### config.mk
export PLATFORM = sky130hd
export DESIGN_NAME = opb_register_simulink2ppc
export DESIGN_NICKNAME = d
export VERILOG_FILES = /design/src/rtl/opb_reg_pkg.sv /design/src/rtl/opb_slave_ack_fsm.sv /design/src/rtl/opb_register_simulink2ppc.sv
export SDC_FILE = /design/constraint.sdc
export NUM_CORES = 1
export LEC_CHECK = 0
export CAP_MARGIN = 15
export CORE_UTILIZATION = 51
export CTS_BUF_LIST = sky130_fd_sc_hd__clkbuf_4 sky130_fd_sc_hd__clkbuf_8
export DETAILED_ROUTE_END_ITERATION = 8
export MAX_ROUTING_LAYER = met4
export PLACE_DENSITY_LB_ADDON = 0.25
export REMOVE_ABC_BUFFERS = 1
export SLEW_MARGIN = 25
export SYNTH_ARGS = -nofsm -noshare
export SYNTH_HDL_FRONTEND = slang
export SYNTH_SLANG_ARGS = --single-unit
### constraint.sdc
create_clock -name OPB_Clk -period 2.95 [get_ports OPB_Clk]
set_input_delay 0.4425 -clock OPB_Clk [delete_from_list [all_inputs] [get_ports OPB_Clk]]
set_output_delay 0.4425 -clock OPB_Clk [all_outputs]
set_load 0.005 [all_outputs]
### src/rtl/opb_reg_pkg.sv
// rtl/opb_reg_pkg.sv - register offsets, status bit positions and ack FSM states
package opb_reg_pkg;

    localparam logic [5:0] OFF_DATA   = 6'd0;
    localparam logic [5:0] OFF_STATUS = 6'd1;
    localparam logic [5:0] OFF_COUNT  = 6'd2;

    localparam int ST_NEW = 0;
    localparam int ST_OVF = 1;

    typedef enum logic [1:0] {
        IDLE    = 2'd0,
        ACK     = 2'd1,
        RECOVER = 2'd2
    } ack_state_e;

    function automatic logic [31:0] status_word(input logic new_flag, input logic ovf_flag);
        logic [31:0] w;
        w         = '0;
        w[ST_NEW] = new_flag;
        w[ST_OVF] = ovf_flag;
        return w;
    endfunction

endpackage

### src/rtl/opb_slave_ack_fsm.sv
// rtl/opb_slave_ack_fsm.sv - OPB window decode and IDLE/ACK/RECOVER acknowledge FSM
module opb_slave_ack_fsm
    import opb_reg_pkg::*;
#(
    parameter logic [31:0] C_BASEADDR   = 32'h0100_4100,
    parameter logic [31:0] C_HIGHADDR   = 32'h0100_41FF,
    parameter int          C_OPB_AWIDTH = 32
) (
    input  logic                    clk,
    input  logic                    rst_n,
    input  logic [0:C_OPB_AWIDTH-1] abus,
    input  logic                    select,
    input  logic                    rnw,
    output logic                    rd_strobe,
    output logic                    wr_strobe,
    output logic [5:0]              offset,
    output logic                    ack
);

    ack_state_e state_q, state_d;
    logic       ack_q, ack_d;
    logic       hit;

    assign hit    = select && (abus >= C_BASEADDR) && (abus <= C_HIGHADDR);
    assign offset = abus[24:29];

    // Strobes fire only from IDLE, so they coincide with the edge that raises ack.
    assign rd_strobe = (state_q == IDLE) && hit && rnw;
    assign wr_strobe = (state_q == IDLE) && hit && !rnw;
    assign ack       = ack_q;

    always_comb begin
        state_d = state_q;
        ack_d   = 1'b0;
        case (state_q)
            IDLE: begin
                if (hit) begin
                    state_d = ACK;
                    ack_d   = 1'b1;
                end
            end
            ACK:     state_d = RECOVER;
            RECOVER: state_d = IDLE;
            default: state_d = IDLE;
        endcase
    end

    always_ff @(posedge clk or negedge rst_n) begin
        if (!rst_n) begin
            state_q <= IDLE;
            ack_q   <= 1'b0;
        end else begin
            state_q <= state_d;
            ack_q   <= ack_d;
        end
    end

endmodule

### src/rtl/opb_register_simulink2ppc.sv
// rtl/opb_register_simulink2ppc.sv - fabric-to-PPC capture register with status and count over OPB
module opb_register_simulink2ppc
    import opb_reg_pkg::*;
#(
    parameter logic [31:0] C_BASEADDR   = 32'h0100_4100,
    parameter logic [31:0] C_HIGHADDR   = 32'h0100_41FF,
    parameter int          C_OPB_AWIDTH = 32,
    parameter int          C_OPB_DWIDTH = 32,
    parameter string       C_FAMILY     = "virtex6"
) (
    input  logic                      OPB_Clk,
    input  logic                      OPB_Rst_n,
    input  logic [0:C_OPB_AWIDTH-1]   OPB_ABus,
    input  logic [0:C_OPB_DWIDTH/8-1] OPB_BE,
    input  logic [0:C_OPB_DWIDTH-1]   OPB_DBus,
    input  logic                      OPB_RNW,
    input  logic                      OPB_select,
    input  logic                      OPB_seqAddr,
    output logic [0:C_OPB_DWIDTH-1]   Sl_DBus,
    output logic                      Sl_xferAck,
    output logic                      Sl_errAck,
    output logic                      Sl_retry,
    output logic                      Sl_toutSup,
    input  logic [31:0]               user_data_in,
    input  logic                      user_valid
);

    localparam string UNUSED_FAMILY = C_FAMILY;

    logic        rd_strobe, wr_strobe;
    logic [5:0]  offset;
    logic        ack;

    logic [31:0] shadow_q, shadow_d;
    logic        new_q, new_d;
    logic        ovf_q, ovf_d;
    logic [31:0] count_q, count_d;
    logic [31:0] rd_data_q, rd_data_d;
    logic        new_clr, ovf_set, ovf_clr;
    logic        unused_ok;

    assign unused_ok = &{1'b0, OPB_seqAddr, OPB_BE[0:2], OPB_DBus[0:29], OPB_DBus[31]};

    opb_slave_ack_fsm #(
        .C_BASEADDR  (C_BASEADDR),
        .C_HIGHADDR  (C_HIGHADDR),
        .C_OPB_AWIDTH(C_OPB_AWIDTH)
    ) u_ack_fsm (
        .clk      (OPB_Clk),
        .rst_n    (OPB_Rst_n),
        .abus     (OPB_ABus),
        .select   (OPB_select),
        .rnw      (OPB_RNW),
        .rd_strobe(rd_strobe),
        .wr_strobe(wr_strobe),
        .offset   (offset),
        .ack      (ack)
    );

    // A capture on the same edge as a DATA read keeps NEW set and never flags overflow.
    always_comb begin
        new_clr  = rd_strobe && (offset == OFF_DATA);
        ovf_set  = user_valid && new_q && !new_clr;
        ovf_clr  = wr_strobe && (offset == OFF_STATUS) && OPB_BE[3] && OPB_DBus[30];

        shadow_d = user_valid ? user_data_in : shadow_q;
        new_d    = user_valid ? 1'b1 : (new_clr ? 1'b0 : new_q);
        ovf_d    = ovf_set ? 1'b1 : (ovf_clr ? 1'b0 : ovf_q);
        count_d  = count_q + {31'd0, user_valid};
    end

    always_comb begin
        rd_data_d = '0;
        if (rd_strobe) begin
            case (offset)
                OFF_DATA:   rd_data_d = shadow_q;
                OFF_STATUS: rd_data_d = status_word(new_q, ovf_q);
                OFF_COUNT:  rd_data_d = count_q;
                default:    rd_data_d = '0;
            endcase
        end
    end

    always_ff @(posedge OPB_Clk or negedge OPB_Rst_n) begin
        if (!OPB_Rst_n) begin
            shadow_q  <= '0;
            new_q     <= 1'b0;
            ovf_q     <= 1'b0;
            count_q   <= '0;
            rd_data_q <= '0;
        end else begin
            shadow_q  <= shadow_d;
            new_q     <= new_d;
            ovf_q     <= ovf_d;
            count_q   <= count_d;
            rd_data_q <= rd_data_d;
        end
    end

    assign Sl_DBus    = rd_data_q;
    assign Sl_xferAck = ack;
    assign Sl_errAck  = 1'b0;
    assign Sl_retry   = 1'b0;
    assign Sl_toutSup = 1'b0;

endmodule
### Placement view, run 1

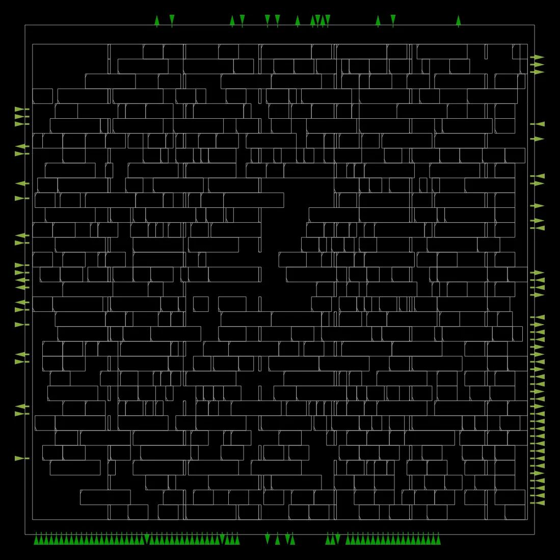
utilization after layout: 69.8%
Well Taps: 102

### Close-up of the layout, run 1

Scale bar: 10 um. Region (34, 15) to (59, 40) um. Cells in grey, sequential cells in the stronger grey; small squares are vias.
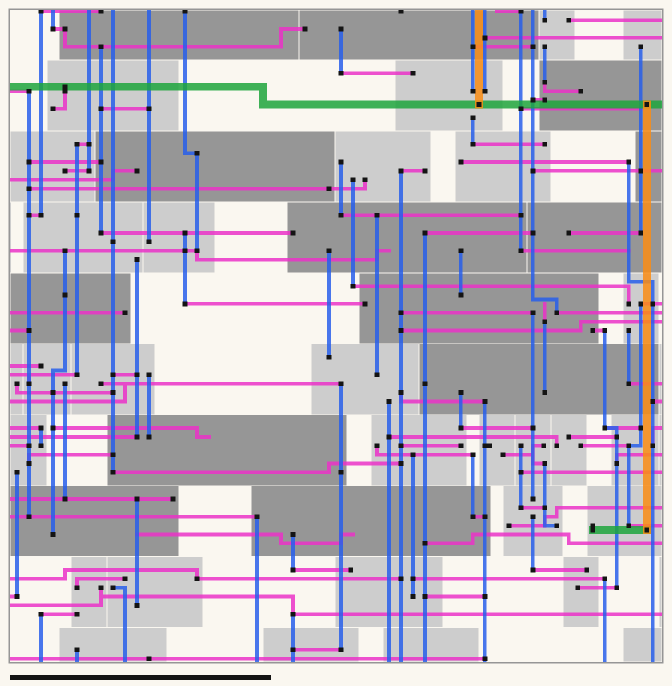
legend:
  orange:
    layer: M4
  blue:
    layer: M2
  magenta:
    layer: M1
  green:
    layer: M3
netlist names of flops here include: count_q (5), shadow_q (4)
sequential cells in the window: 12
cells with their middle in the window: 36
most frequent: dfrtp_1 (12), nor2_1 (4)

==> impl_summary.log, run 1 <==
[flow] final metrics
[metrics] status: complete, no violations
[metrics] mux frac, synth: 16.0%
[metrics] CP cell instances: ha_1 -> nand3_1 -> or4_1 -> nor4_1 -> xor2_1
[metrics] Total Die Area: approximately 8700 um2
[metrics] first-pass iteration count of the detailed router: 4
[metrics] sequential element share of the synthesized area: 59.5%
[metrics] clock period minus final worst setup slack: 2.16 ns
[metrics] commonest cells after routing, fill and taps aside: dfrtp_1 (101), clkdlybuf4s50_1 (98), nor2_1 (38)
[metrics] Final Max-Slew Violation Tally: 0
[metrics] reported max-cap violation count: 0
[metrics] flip-flops with a built-in enable: 0
[metrics] total chip power: approximately 2.8 mW
[metrics] number of buffers added by the clock tree synthesis step: 9
[metrics] worst r2r src: count_q[0]
[metrics] multi-input combinational cell area: 1590 um2
[metrics] cell count after placement: between 500 and 600
[metrics] setup bufs post-CTS: 0
[metrics] via count: 2835
[metrics] die width: 93.3 um
[metrics] ant diodes: 0
[metrics] type of element launching the critical path: flop
[metrics] delay of the slowest cell on the worst path: 0.78 ns
[metrics] Area leader share: roughly 59%
[metrics] ranking of synthesized cells by area: dfrtp_1 (59%), mux2_2 (8.5%), mux2i_1 (7.5%)
[metrics] fraction of registers with async set or reset after synthesis: 100%
[metrics] cell internal power dissipation: approximately 2.1 mW
[metrics] standby leakage power: 2.51 nW
[metrics] Ys Warns: 0
[metrics] Slew @ Worst Pin: ~0.64 ns
[metrics] sequential share of power: 56.2%
[metrics] min setup slack post-route: around 0.8 ns
[metrics] aoi share: 0.589%
[metrics] CTS Hold Bufs: 0
[metrics] number of antenna violations at the first check in global routing: 0
[metrics] number of remaining DRC errors: 0
[metrics] Worst IR Drop VDD: just under 0.0004 V
[metrics] critical path depth: 5
[metrics] class of the most critical hold timing path: input port to async pin
[metrics] worst path bufs/invs: 0
[metrics] Synth top cell by count: dfrtp_1
[metrics] finished layout cell area: 5510 um2
[metrics] core utilization before placement: 53.9%
[metrics] GP Congestion: a little under 0.8
[metrics] cells after synthesis: 338
[metrics] xor/xnor share: 6.18%
[metrics] buffers added on ports: 101
[metrics] commonest non-fill, non-tap cell in the layout: dfrtp_1
[metrics] standard cell with the maximum stage delay on the critical path: or4_1
[metrics] height of the die: between 90 and 100 um
[metrics] average cell area after synthesis: 12.6 um2
[metrics] NumNets Final: around 550
[metrics] worst setup path category: flop to flop
[metrics] relative max-transition margin: a little under three fifths
[metrics] top flip-flop cell by instance count after synthesis: dfrtp_1
[metrics] filler instances: 596
[metrics] CP max FO: 11
[metrics] OpenROAD warning count: between 60 and 70
[metrics] final-layout worst hold slack: 0.111 ns
[metrics] start point of the critical path: count_q[0]
### Routed clock nets over the placement, run 1

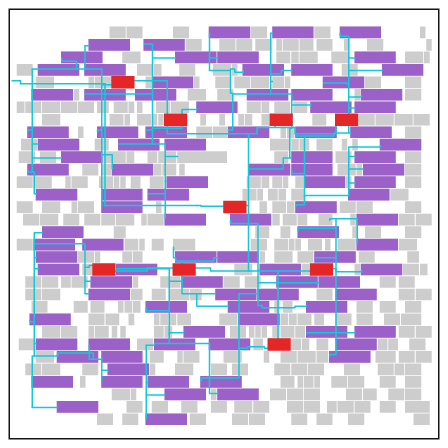
legend:
  red:
    item: clock-net drivers
    count: 9
  purple:
    item: flip-flops
    count: 101
  cyan:
    item: clock wires
    length: 1050 um
routed clock nets: 10
flops lie: widely spread
P_clk: 890 uW
worst clock skew on the final layout: 0.00968 ns
Clock power frac: 32.1%

==> run 1: layer usage <==
metal,up-vias,wire length [um],track usage [%]
met4,0,116,6.03
met5,-,0,-
met1,1389,3650,26.9
met3,13,462,5.37
met2,84,4210,36.0
li1,1349,-,-
==> run 1: worst register-to-register path, stage by stage (launching register included) <==
cell,delay [ns]
dfrtp_1,0.37
ha_1,0.19
nand3_1,0.13
or4_1,0.78
nor4_1,0.42
xor2_1,0.19
==> run 1: cell type report <==
type | instances | area share (%)
clock inverter | 4 | 1.00
clock buffer | 11 | 2.75
tap | 102 | 2.32
timing repair buffer | 105 | 18.7
multi-input combinational | 213 | 28.8
sequential | 101 | 45.9
inverter | 8 | 0.545
## Run 2: what changed since run 1
--- a/config.mk
+++ b/config.mk
@@ -6,7 +6,7 @@
 export NUM_CORES = 1
 export LEC_CHECK = 0
 export CAP_MARGIN = 15
-export CORE_UTILIZATION = 51
+export CORE_UTILIZATION = 47
 export CTS_BUF_LIST = sky130_fd_sc_hd__clkbuf_4 sky130_fd_sc_hd__clkbuf_8
 export DETAILED_ROUTE_END_ITERATION = 8
 export MAX_ROUTING_LAYER = met4
==> constraint.sdc (replaced) <==
create_clock -name OPB_Clk -period 2.1 [get_ports OPB_Clk]
set_input_delay 0.315 -clock OPB_Clk [delete_from_list [all_inputs] [get_ports OPB_Clk]]
set_output_delay 0.315 -clock OPB_Clk [all_outputs]
set_load 0.005 [all_outputs]
### Routed clock nets over the placement, run 2

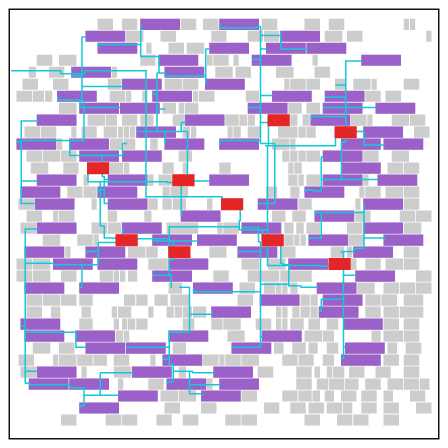
legend:
  cyan:
    item: clock wires
    length: 1070 um
  red:
    item: clock-net drivers
    count: 9
  purple:
    item: flip-flops
    count: 101
routed clock nets: 10
flops lie: widely spread
P_clk: 1.15 mW
worst clock skew on the final layout: 0.0132 ns
clk ins delay skew pair: 0.36 ns

### Close-up of the layout, run 2

Scale bar: 10 um. Region (36, 17) to (61, 42) um. Cells in grey, sequential cells in the stronger grey; small squares are vias.
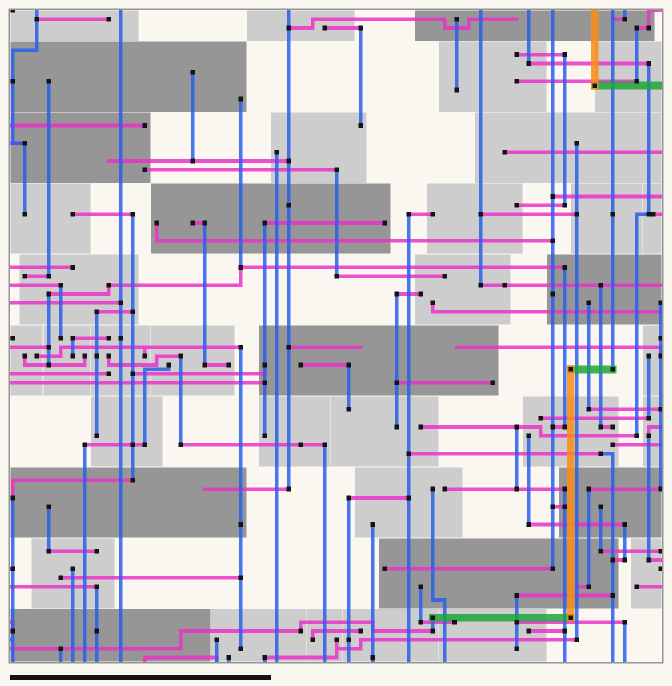
legend:
  green:
    layer: M3
  orange:
    layer: M4
  magenta:
    layer: M1
  blue:
    layer: M2
sequential cells in the window: 7
cells with their middle in the window: 34
most frequent: dfrtp_1 (7), mux2i_1 (4), mux2_2 (4)
netlist names of flops here include: count_q (4), shadow_q (2)

==> run 2 against run 1 <==
Compared with the run above: synthesized area unchanged; critical endpoint unchanged; cell count up 4.2%; design area grew 2.8%; sequential share of layout area is 1.2 points lower; non-clock buffer count increased by 16; clock skew is 0.0035 ns higher; flip-flop count unchanged.
==> impl_summary.log, run 2 <==
[flow] final metrics
[metrics] final-layout worst hold slack: 0.250 ns (was 0.111 ns)
[metrics] aoi share: 0.589% (unchanged)
[metrics] setup bufs post-CTS: 0 (unchanged)
[metrics] sequential element share of the synthesized area: 59.5% (unchanged)
[metrics] aggregate negative setup slack: 0 ns (unchanged)
[metrics] core utilization before placement: 48.7% (was 53.9%)
[metrics] filler instances: 693 (was 596)
[metrics] Ys Warns: 0 (unchanged)
[metrics] ant diodes: 0 (unchanged)
[metrics] buffers added on ports: 101 (unchanged)
[metrics] switching part of the total power: 26.0% (was 24.1%)
[metrics] WL met3: 459 um (was 462 um)
[metrics] filler-free cell count of the finished design: 567 (was 544)
[metrics] standard cell with the maximum stage delay on the critical path: or4_1 (unchanged)
[metrics] buffer cell driving the clock tree root: clkbuf_8 (unchanged)
[metrics] CP cell instances: ha_1 -> nand3_1 -> or4_1 -> buf_4 -> nor4_1 -> xor2_1 (was ha_1 -> nand3_1 -> or4_1 -> nor4_1 -> xor2_1)
[metrics] Bufs on Longest Clock Path: 2 (unchanged)
[metrics] Final Hold Viols: 0 (unchanged)
[metrics] number of buffers added by the clock tree synthesis step: 9 (unchanged)
[metrics] start point of the critical path: count_q[0] (unchanged)
[metrics] number of remaining DRC errors: 0 (unchanged)
[metrics] Min-Delay Path Depth: 2
[metrics] standby leakage power: 2.59 nW (was 2.51 nW)
[metrics] Final Max-Slew Violation Tally: 0 (unchanged)
[metrics] status: complete, no violations (unchanged)
[metrics] Area leader share: 59.5% (unchanged)
[metrics] GP Congestion: 0.718 (was 0.769)
[metrics] die width: 97.1 um (was 93.3 um)
[metrics] library cells used by synthesis: 38 (unchanged)
[metrics] Post-Synth Simple-Gate Area: 13.7% (unchanged)
[metrics] dominant combinational cell family by area after synthesis: multiplexers (unchanged)
[metrics] worst path bufs/invs: 1 (was 0)
[metrics] count of H-tree levels built during CTS: 3 (unchanged)
[metrics] Post-Synth Adder-Cell Area: 0.589% (unchanged)
[metrics] clock period minus final worst setup slack: 2.02 ns (was 2.16 ns)
[metrics] reported sequential group power: 2.18 mW (was 1.56 mW)
[metrics] average cell area after synthesis: 12.6 um2 (unchanged)
[metrics] cell internal power dissipation: 2.84 mW (was 2.11 mW)
[metrics] cell count after placement: 550 (was 529)
[metrics] Synth top cell by count: dfrtp_1 (unchanged)
[metrics] Total Die Area: 9420 um2 (was 8700 um2)
[metrics] finished layout cell area: 5660 um2 (was 5510 um2)
[metrics] Worst IR Drop VDD: 0.000481 V (was 0.000390 V)
[metrics] height of the die: 97.1 um (was 93.3 um)
[metrics] commonest non-fill, non-tap cell in the layout: dfrtp_1 (unchanged)
[metrics] Power per Cell Area: 679 nW/um2 (was 505 nW/um2)
[metrics] number of failing setup endpoints in the final timing report: 0 (unchanged)
[metrics] mux frac, synth: 16.0% (unchanged)
[metrics] cells after synthesis: 338 (unchanged)
[metrics] delay of the slowest cell on the worst path: 0.52 ns (was 0.78 ns)
[metrics] endpoint class of the critical path: flop (unchanged)
[metrics] top flip-flop cell by instance count after synthesis: dfrtp_1 (unchanged)
[metrics] total global-route track usage: 19.8% (was 21.8%)
[metrics] sequential share of power: 56.8% (was 56.2%)
[metrics] xor/xnor share: 6.18% (unchanged)
[metrics] area post-placement: 5460 um2 (was 5300 um2)
[metrics] ranking of synthesized cells by area: dfrtp_1 (59%), mux2_2 (8.5%), mux2i_1 (7.5%) (unchanged)
[metrics] DRT met1 WL: 3.72 mm (was 3.65 mm)
[metrics] critical path depth: 6 (was 5)
[metrics] floorplan core area: 8720 um2 (was 7890 um2)
[metrics] cell count in the Yosys report: 338 (unchanged)
[metrics] Clock power frac: 30.0% (was 32.1%)
[metrics] reported max-cap violation count: 0 (unchanged)
[metrics] Comb. pwr: 507 uW (was 327 uW)
[metrics] GR Overflow Total: 0 (unchanged)
[metrics] via count: 2919 (was 2835)
[metrics] worst r2r src: count_q[0] (unchanged)
[metrics] synthesis area per yosys: 4250 um2 (unchanged)
[metrics] NumNets Final: 562 (was 546)
[metrics] first-pass iteration count of the detailed router: 5 (was 4)
[metrics] clock transition at the registers of the reported paths: 0.09 ns (about the same)
[metrics] worst setup path category: flop to flop (unchanged)
[metrics] utilization after layout: 64.9% (was 69.8%)
[metrics] CP max FO: 11 (unchanged)
[metrics] Routed Wire Length: 8.40 mm (was 8.45 mm)
[metrics] max layer used: met4 (unchanged)
[metrics] fraction of registers with async set or reset after synthesis: 100% (unchanged)
[metrics] total chip power: 3.84 mW (was 2.78 mW)
[metrics] detailed-routed wire length on met2: 4.10 mm (was 4.21 mm)
[metrics] flip-flops with a built-in enable: 0 (unchanged)
[metrics] vias in the first global route: 3081 (was 2969)
[metrics] class of the most critical hold timing path: input port to flop (was input port to async pin)
[metrics] number of antenna violations at the first check in global routing: 0 (unchanged)
[metrics] commonest cells after routing, fill and taps aside: dfrtp_1 (101), clkdlybuf4s50_1 (98), nor2_1 (38) (unchanged)
[metrics] type of element launching the critical path: flop (unchanged)
[metrics] OpenROAD warning count: 62 (unchanged)
[metrics] category of cells accounting for the largest share of critical-path delay: simple AND/OR/NAND/NOR gates (unchanged)
[metrics] min setup slack post-route: 0.0784 ns (was 0.792 ns)
run 2: cell counts after synthesis:
No cell type changed its count.
run 2: repair_timing:
action	in CTS	in global routing
endpoints found under the hold margin	35	0
gates resized	0	1
setup endpoints to repair	0	2
hold buffers	1	0
run 2: final cells by class:
type,count,area (um2),area share (%)
well taps,108,135,2.39
clock buffers,10,131,2.32
clock inverters,6,56.3,0.995
repair buffers,121,1190,21.0
flip-flops and latches,101,2530,44.7
multi-input cells,213,1590,28.1
inverters,8,30.0,0.531
run 2: per-layer routing:
layer | global-route usage (%) | vias up
li1 | - | 1394
met1 | 24.6 | 1438
met2 | 32.0 | 76
met3 | 5.54 | 11
met4 | 5.28 | 0
met5 | - | -
No activity file was given, so power comes from the tool's default toggle rates.
